Figure 1. Routing congestion.
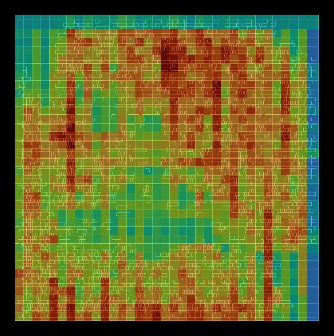
Figure 2. Routed clock nets over the placement.
The bar under the picture is 50 um long.
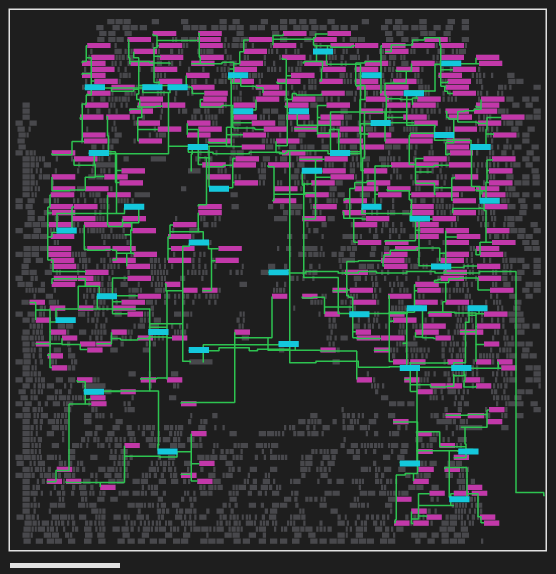
Figure 3. Metal 2.
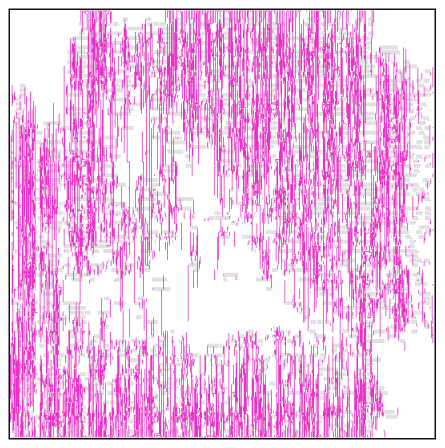
**config.mk**
```make
export PLATFORM = sky130hd
export DESIGN_NAME = axil_csr_slave
export DESIGN_NICKNAME = d
export VERILOG_FILES = /design/src/rtl/csr_pkg.sv /design/src/rtl/csr_strb_merge.sv /design/src/rtl/axil_csr_slave.sv
export SDC_FILE = /design/constraint.sdc
export NUM_CORES = 1
export LEC_CHECK = 0
export ABC_AREA = 1
export CORE_AREA = 2 2 242 244
export DETAILED_ROUTE_END_ITERATION = 8
export DIE_AREA = 0 0 244 246
export GPL_TIMING_DRIVEN = 1
export RECOVER_POWER = 50
export SLEW_MARGIN = 20
export SYNTH_ARGS = -nofsm -noshare
export SYNTH_HDL_FRONTEND = slang
export SYNTH_HIERARCHICAL = 1
export SYNTH_SLANG_ARGS = --single-unit
export TNS_END_PERCENT = 30
```
**constraint.sdc**
```tcl
create_clock -name clk -period 5.5 [get_ports clk]
set_clock_uncertainty 0.2 [all_clocks]
set_input_delay 1.1 -clock clk [delete_from_list [all_inputs] [get_ports clk]]
set_output_delay 1.1 -clock clk [all_outputs]
set_load 0.02 [all_outputs]
```
**src/rtl/csr_pkg.sv**
```systemverilog
// ---------------------------------------------------------------------------
// csr_pkg
// Constants shared by the AXI4-Lite CSR responder and its byte-lane merge:
// the AXI response codes, the register map indices and the data width.
// Register 0 is written as COMMAND and read back as STATUS.
// ---------------------------------------------------------------------------
package csr_pkg;

  localparam int unsigned CSR_DATA_W = 32;

  localparam logic [1:0] RESP_OKAY   = 2'b00;
  localparam logic [1:0] RESP_SLVERR = 2'b10;

  localparam int unsigned REG_COMMAND = 0;
  localparam int unsigned REG_STATUS  = 0;
  localparam int unsigned REG_R1      = 1;
  localparam int unsigned REG_R2      = 2;
  localparam int unsigned REG_R3      = 3;
  localparam int unsigned REG_R4      = 4;
  localparam int unsigned REG_R5      = 5;
  localparam int unsigned REG_R6      = 6;
  localparam int unsigned REG_R7      = 7;

endpackage

```
**src/rtl/csr_strb_merge.sv**
```systemverilog
// ---------------------------------------------------------------------------
// csr_strb_merge
// Combinational byte-lane merge: each byte of the result comes from wdata
// when its strobe bit is set, otherwise from the current register value.
// Ports:
//   old_data  in  32  current register contents
//   wdata     in  32  host write data
//   wstrb     in  4   byte strobes
//   merged    out 32  merged value to store
// ---------------------------------------------------------------------------
module csr_strb_merge
  import csr_pkg::*;
(
  input  logic [CSR_DATA_W-1:0]   old_data,
  input  logic [CSR_DATA_W-1:0]   wdata,
  input  logic [CSR_DATA_W/8-1:0] wstrb,
  output logic [CSR_DATA_W-1:0]   merged
);

  // Select each byte lane from new or old data.
  always_comb begin
    merged = old_data;
    for (int b = 0; b < CSR_DATA_W / 8; b++) begin
      merged[8*b +: 8] = wstrb[b] ? wdata[8*b +: 8] : old_data[8*b +: 8];
    end
  end

endmodule

```
**src/rtl/axil_csr_slave.sv**
```systemverilog
// ---------------------------------------------------------------------------
// axil_csr_slave
// AXI4-Lite responder exposing NUM_REGS 32-bit registers. Host writes land in
// csr_out (byte-strobed); host reads return the core-driven csr_in values.
// Register i lives at byte address 4*i; addr[1:0] is ignored. Indices at or
// beyond NUM_REGS answer SLVERR (writes dropped, reads return zero).
// Ports:
//   clk, resetn            clock, synchronous active-low reset
//   s_axi_csrs_aw*/w*/b*   write address, data and response channels
//   s_axi_csrs_ar*/r*      read address and data channels
//   csr_out                host-written registers, reg i at [32*i+31:32*i]
//   csr_in                 core readback values, same packing
//   csr_wr_pulse           one-cycle commit strobe per register
//                          (present only when CSR_WR_PULSE_EN is defined)
// ---------------------------------------------------------------------------
module axil_csr_slave
  import csr_pkg::*;
#(
  parameter int NUM_REGS = 8,
  parameter int ADDR_W   = 12
) (
  input  logic                       clk,
  input  logic                       resetn,
  input  logic [ADDR_W-1:0]          s_axi_csrs_awaddr,
  input  logic                       s_axi_csrs_awvalid,
  output logic                       s_axi_csrs_awready,
  input  logic [31:0]                s_axi_csrs_wdata,
  input  logic [3:0]                 s_axi_csrs_wstrb,
  input  logic                       s_axi_csrs_wvalid,
  output logic                       s_axi_csrs_wready,
  output logic [1:0]                 s_axi_csrs_bresp,
  output logic                       s_axi_csrs_bvalid,
  input  logic                       s_axi_csrs_bready,
  input  logic [ADDR_W-1:0]          s_axi_csrs_araddr,
  input  logic                       s_axi_csrs_arvalid,
  output logic                       s_axi_csrs_arready,
  output logic [31:0]                s_axi_csrs_rdata,
  output logic [1:0]                 s_axi_csrs_rresp,
  output logic                       s_axi_csrs_rvalid,
  input  logic                       s_axi_csrs_rready,
  output logic [NUM_REGS*32-1:0]     csr_out,
  input  logic [NUM_REGS*32-1:0]     csr_in
`ifdef CSR_WR_PULSE_EN
  ,
  output logic [NUM_REGS-1:0]        csr_wr_pulse
`endif
);

  localparam int IDX_W = (NUM_REGS > 1) ? $clog2(NUM_REGS) : 1;

  logic                  aw_hold_r, w_hold_r, bvalid_r, rvalid_r;
  logic [ADDR_W-1:0]     awaddr_r;
  logic [31:0]           wdata_r, rdata_r;
  logic [3:0]            wstrb_r;
  logic [1:0]            bresp_r, rresp_r;
  logic [31:0]           regs_r   [NUM_REGS];
  logic [31:0]           csr_in_s [NUM_REGS];

  logic                  aw_hs_s, w_hs_s, ar_hs_s, commit_s, wr_ok_s, rd_ok_s;
  logic [ADDR_W-1:0]     cur_addr_s;
  logic [31:0]           cur_wdata_s, old_s, merged_s, rd_word_s;
  logic [3:0]            cur_wstrb_s;
  logic [ADDR_W-3:0]     wr_idx_s, rd_idx_s;
  logic                  unused_s;

  // Byte offset bits carry no information for word registers.
  assign unused_s = ^{s_axi_csrs_awaddr[1:0], s_axi_csrs_araddr[1:0], awaddr_r[1:0]};

  // Readies are combinational so AW/W/AR can be taken in the cycle they appear.
  assign s_axi_csrs_awready = resetn & ~aw_hold_r & ~bvalid_r;
  assign s_axi_csrs_wready  = resetn & ~w_hold_r & ~bvalid_r;
  assign s_axi_csrs_arready = resetn & ~rvalid_r;
  assign s_axi_csrs_bvalid  = bvalid_r;
  assign s_axi_csrs_bresp   = bresp_r;
  assign s_axi_csrs_rvalid  = rvalid_r;
  assign s_axi_csrs_rresp   = rresp_r;
  assign s_axi_csrs_rdata   = rdata_r;

  for (genvar i = 0; i < NUM_REGS; i++) begin : g_pack
    assign csr_out[32*i +: 32] = regs_r[i];
    assign csr_in_s[i]         = csr_in[32*i +: 32];
  end

  // Handshakes, commit condition and address decode for both channels.
  always_comb begin
    aw_hs_s     = s_axi_csrs_awvalid & s_axi_csrs_awready;
    w_hs_s      = s_axi_csrs_wvalid & s_axi_csrs_wready;
    ar_hs_s     = s_axi_csrs_arvalid & s_axi_csrs_arready;
    // A commit needs both halves, each either held or arriving now.
    commit_s    = (aw_hold_r | aw_hs_s) & (w_hold_r | w_hs_s);
    cur_addr_s  = aw_hold_r ? awaddr_r : s_axi_csrs_awaddr;
    cur_wdata_s = w_hold_r ? wdata_r : s_axi_csrs_wdata;
    cur_wstrb_s = w_hold_r ? wstrb_r : s_axi_csrs_wstrb;
    wr_idx_s    = cur_addr_s[ADDR_W-1:2];
    rd_idx_s    = s_axi_csrs_araddr[ADDR_W-1:2];
    wr_ok_s     = 32'(wr_idx_s) < 32'(NUM_REGS);
    rd_ok_s     = 32'(rd_idx_s) < 32'(NUM_REGS);
    old_s       = wr_ok_s ? regs_r[wr_idx_s[IDX_W-1:0]] : 32'h0000_0000;
    rd_word_s   = rd_ok_s ? csr_in_s[rd_idx_s[IDX_W-1:0]] : 32'h0000_0000;
  end

  csr_strb_merge u_merge (
    .old_data (old_s),
    .wdata    (cur_wdata_s),
    .wstrb    (cur_wstrb_s),
    .merged   (merged_s)
  );

  // Write channel: hold AW/W independently, commit when both are present.
  always_ff @(posedge clk) begin
    if (!resetn) begin
      aw_hold_r <= 1'b0;
      w_hold_r  <= 1'b0;
      bvalid_r  <= 1'b0;
      bresp_r   <= RESP_OKAY;
      awaddr_r  <= {ADDR_W{1'b0}};
      wdata_r   <= 32'h0000_0000;
      wstrb_r   <= 4'h0;
      for (int i = 0; i < NUM_REGS; i++) begin
        regs_r[i] <= 32'h0000_0000;
      end
    end else if (commit_s) begin
      if (wr_ok_s) begin
        regs_r[wr_idx_s[IDX_W-1:0]] <= merged_s;
      end
      bvalid_r  <= 1'b1;
      bresp_r   <= wr_ok_s ? RESP_OKAY : RESP_SLVERR;
      aw_hold_r <= 1'b0;
      w_hold_r  <= 1'b0;
    end else begin
      if (aw_hs_s) begin
        aw_hold_r <= 1'b1;
        awaddr_r  <= s_axi_csrs_awaddr;
      end
      if (w_hs_s) begin
        w_hold_r <= 1'b1;
        wdata_r  <= s_axi_csrs_wdata;
        wstrb_r  <= s_axi_csrs_wstrb;
      end
      if (bvalid_r && s_axi_csrs_bready) begin
        bvalid_r <= 1'b0;
      end
    end
  end

  // Read channel: capture csr_in on AR accept, hold until R handshake.
  always_ff @(posedge clk) begin
    if (!resetn) begin
      rvalid_r <= 1'b0;
      rdata_r  <= 32'h0000_0000;
      rresp_r  <= RESP_OKAY;
    end else if (ar_hs_s) begin
      rvalid_r <= 1'b1;
      rdata_r  <= rd_word_s;
      rresp_r  <= rd_ok_s ? RESP_OKAY : RESP_SLVERR;
    end else if (rvalid_r && s_axi_csrs_rready) begin
      rvalid_r <= 1'b0;
    end
  end

`ifdef CSR_WR_PULSE_EN
  // One-cycle strobe for the register committed at the previous edge.
  always_ff @(posedge clk) begin
    if (!resetn) begin
      csr_wr_pulse <= {NUM_REGS{1'b0}};
    end else begin
      csr_wr_pulse <= {NUM_REGS{1'b0}};
      if (commit_s && wr_ok_s) begin
        csr_wr_pulse[wr_idx_s[IDX_W-1:0]] <= 1'b1;
      end
    end
  end
`endif

endmodule

```
==> impl_metrics.toml <==
# synthesis and place-and-route metrics
[min_path]
holdCritStartpoint = "s_axi_csrs_rdata[8]"
hold_path_depth = 2

[yosys]
top_cells_by_area = "edfxtp_1 42%, nor2_1 18%, nand2_1 9.7%"
aoi_share = 0.0564
yosysTopAreaCell = "edfxtp_1"
simple_gate_share = 0.349
ys_top_cells_by_count = "852 x nor2_1, 470 x nand2_1, 256 x edfxtp_1, 135 x inv_1, 128 x nand3_1"
fa_ha_area_frac = 0
ys_ff = 340
syn_area_mm2 = 0.0181
synth_warnings = 6
ys_cells = 2354
ys_sh_xor = 0

[critical_path]
cpLargestDelayFamily = "simple AND/OR/NAND/NOR gates"
rr_startpoint = "aw_hold_r"
path_class = "in2reg"

[final_timing]
slew_viol_final = 138
finalWorstSetupSlack_ns = 0.976
fin_setup_tns_ns = 0
finalClockPeriodUsage = 0.823
tightest_slew_ns = 2.06

[drt]
highest_layer = "met5"
wl_met1_mm = 33.4
avgViaCountPerCell = 4.95

[place]
gp_congestion = 0.899
hpwl_mm = 58.7
io_buffers = 613
place_ws_ns = 0.942

[floorplanning]
fp.dieH_um = 246
dieArea_mm2 = 0.0600
initial_core_util = 0.315

[global_route]
grt_pass1_vias = 17900

[run]
maxCapViolCount = 4

[cts]
cts_tree = "built"
cts_hold_buf = 0
cts_setup_buffers = 0
cts_resized = 0

[status]
outcome = "finished with violations"
violations = "max-capacitance violations, max-slew violations"

[cells_and_area]
drive_above_1_share = 0.0685
comb_share = 0.281
comb_cells = 1731
regArea_mm2 = 0.00937
About Figure 1:
GR Util met2: 0.453
Tot GR Track Use: 0.269
utilization after layout: 0.453

About Figure 2:
- magenta: flip-flops (count 340)
- green: clock wires (length 5,150 um)
- cyan: cells driving clock nets (count 41)
- flops lie: widely spread
- routed clock nets: 42

About Figure 3:
- nets with wire on the layer: 2,529
- longest straight run: 116 um
- main direction: vertical
- share of all routed wire: 47%
- wire length on this layer: 39.1 mm

[per-stage QoR]
step	power, mW	instances	instance area, um2
final	6.87	3714	26000
after global routing	7.13	3713	26000
after CTS	6.96	3713	26100
after detailed placement	4.24	3639	24800
after global placement	4.23	3639	24800
after floorplan	3.59	2355	18100
[cell families after synthesis]
logic type / count (synthesis)
AND/OR/NAND/NOR: 1541
flip-flops: 340
buffers and inverters: 284
AND-OR/OR-AND: 188
other: 1
[registers in the layout, summed over array words and instances, names as in the netlist, 4 cells and up]
name              cells
wstrb_r               4
wdata_r              32
regs_r              256
awaddr_r             10
s_axi_csrs_rdata     32
[power breakdown]
part	internal, mW	leakage (nW)	switching, mW
Combinational	0.488	6.86	0.756
Sequential	2.85	3.33	0.0660
Clock	1.56	0.644	1.15
Total	4.90	10.8	1.98
Power is estimated from default activity; no workload was simulated.
